Design transaction_sequencer, sky130hd; sources not shown.
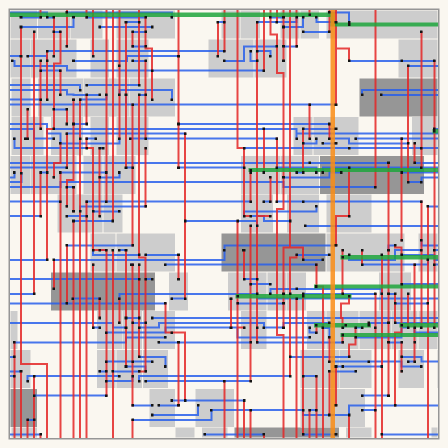
detail.png
Region (45, 21) to (75, 51) um. Cells in gray, sequential cells in the stronger gray; small squares are vias.
Key: blue = metal 1; green = metal 3; red = metal 2; orange = metal 4
Most frequent: nor2_1 (6), conb_1 (6). Sequential cells in the window: 4. 69 logic cells have their middle in the window.

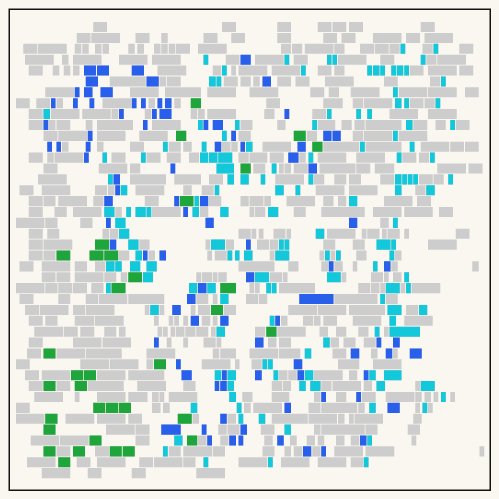
logic_types.png
(4 px per um)
Key: cyan = NOR gates [cells 147, most used nor2_1]; blue = NAND gates [cells 93, most used nand2_1]; green = AND-OR and OR-AND gates [cells 34, most used a22o_1]
Top cell excl fill/tap: dfxtp_1
Comb/total area: 45.0%
Non-Filler Instances: 950

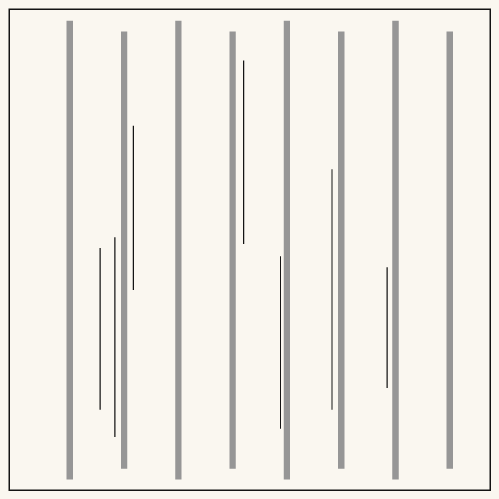
layer_met4.png
(4 px per um) Supply wires on this layer in gray.
The longest straight run is 59.8 um. 6 nets have wire on it.
via count: 5,290
final WL: 15.5 mm

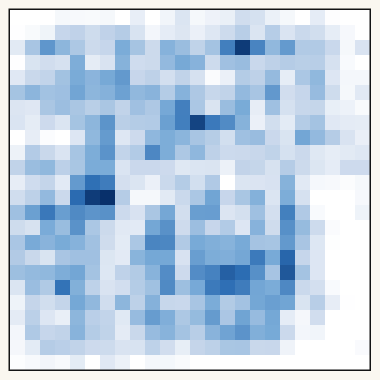
metal_density.png
(3 px per um) 24 x 24 tiles, from white (low) to dark blue (high), scaled to the fullest tile. Values are wire area over tile area, all layers added.
The fullest tile reaches 0.61. 11% of the tiles are nearly empty. The mean over all tiles is 0.17. 14% of the tiles are over half the peak.
Tot GR Track Use: 22.2%
Avg WL per Cell: 16.3 um

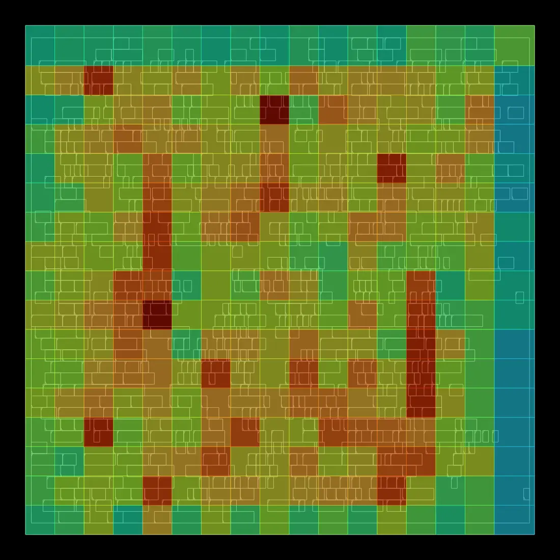
congestion.png
final core utilization: 54.8%
GRT met3 Usage: 4.61%

==> Changelog: implementation <==
### Metrics

* Status: finished, final reports clean
* Clk buf depth at 2
* Maximum number of pins on one net before global-route repair at 38
* XORs/XNORs by Area at 3.23%
* Data required, critical path at 5430 ps
* Reg2Reg Depth at 13
* Yosys stat cell total at 657
* Highest clock rate at 211 MHz
* Die ar. at 14,400 um2
* Tool warnings at 26
* Die span in y at 120 um
* Core Util at FP at 42.5%
* Post-CTS Repair Setup Buffers at 0
* # Max-Cap Violations at 0
* Mux share at 2.81%
* Dpl cells at 919
* Clock tree from TritonCTS: built
* Synth Cell Area at 5700 um2
* Max Transition Viols Final at 0
* Row count at 42
* Dominant flop cell: dfxtp_1
* Clock sink count at 114
* Post-route ant nets at 0
* Setup repair after global routing missed its margin: false
* And+or+nand+nor area frac at 26.3%
[worst reg2reg max path: stages (launching register included)]
cell	delay, ps
dfxtp_1	620
or4b_1	530
inv_2	440
nor2b_1	110
a2111o_1	390
o22ai_1	150
nand4_1	110
nor4_1	710
nor2b_1	270
o22ai_1	180
a21boi_4	330
a21oi_2	90
buf_4	260
a2bb2o_1	310
[kinds of logic (layout without fill, tap and decap cells)]
logic type,count (synthesis),count (layout)
adder cells (fa/ha/maj),1,1
AND/OR/NAND/NOR,269,269
AND-OR/OR-AND,181,181
other,2,37
flip-flops,114,114
buffers and inverters,53,135
XOR/XNOR,21,21
multiplexers,16,16
[cells in the mapped netlist, types with 3 or more instances]
cell,count,share of area [%]
and4b_1,4,0.70
nand4_1,8,0.88
a22oi_1,12,1.6
nand4b_1,9,1.4
mux2i_1,16,2.8
inv_1,12,0.79
a21oi_1,33,2.9
o21ai_1,7,0.62
nor2_1,79,5.2
nand3_1,17,1.5
o21ai_0,16,1.4
and3_1,6,0.66
o21a_1,3,0.40
nand3b_1,4,0.53
buf_6,3,0.59
nor3b_1,10,1.3
nor4_1,3,0.33
buf_1,3,0.20
nand2b_1,12,1.3
nor3_1,26,2.3
o211a_1,3,0.53
nand2_1,41,2.7
or3_1,6,0.66
a211oi_1,15,2.0
a22o_1,16,2.5
xnor2_1,20,3.1
nor4bb_1,8,1.4
o2bb2ai_1,15,2.3
o211ai_1,6,0.79
o22ai_1,6,0.66
buf_2,13,1.1
a21oi_2,3,0.46
nor2b_1,17,1.9
dfxtp_1,114,40
o32ai_1,5,0.77
a31oi_1,17,1.9
a21o_1,3,0.40
clkbuf_1,18,1.2
and4_1,3,0.46
[through the flow]
stage                     power [mW]  worst slack (ps)  utilization, %  area, um2
after CTS                       3.02               553            54.8       7340
after global routing            3.14               174            54.8       7340
after global placement          1.82               706            50.2       6730
final                           3.00               540            54.8       7340
after floorplan                 1.62              1400               -       5830
after detailed placement        1.84               581            50.2       6730
[final cells by class]
class / count / area [um2]
Clock buffer: 22 / 484
Clock inverter: 9 / 129
Fill cell: 1218 / 6060
Inverter: 15 / 56.3
Multi-Input combinational cell: 525 / 3300
Sequential cell: 114 / 2280
Tap cell: 176 / 220
Timing Repair Buffer: 89 / 866
[where the power goes]
group	total, mW	internal (mW)	switching (mW)	leakage [nW]
clock network	1.18	0.787	0.394	0.298
registers	0.974	0.930	0.0434	0.922
logic	0.847	0.286	0.561	1.42
[layer usage]
| layer | global-route usage, % | wire length (um) | vias to the layer above |
|---|---|---|---|
| li1 | - | - | 2617 |
| met1 | 29.9 | 7260 | 2496 |
| met2 | 34.5 | 7210 | 159 |
| met3 | 4.61 | 729 | 18 |
| met4 | 9.14 | 308 | 0 |
| met5 | 0 | 0 | - |
Power and IR drop assume default switching activity.
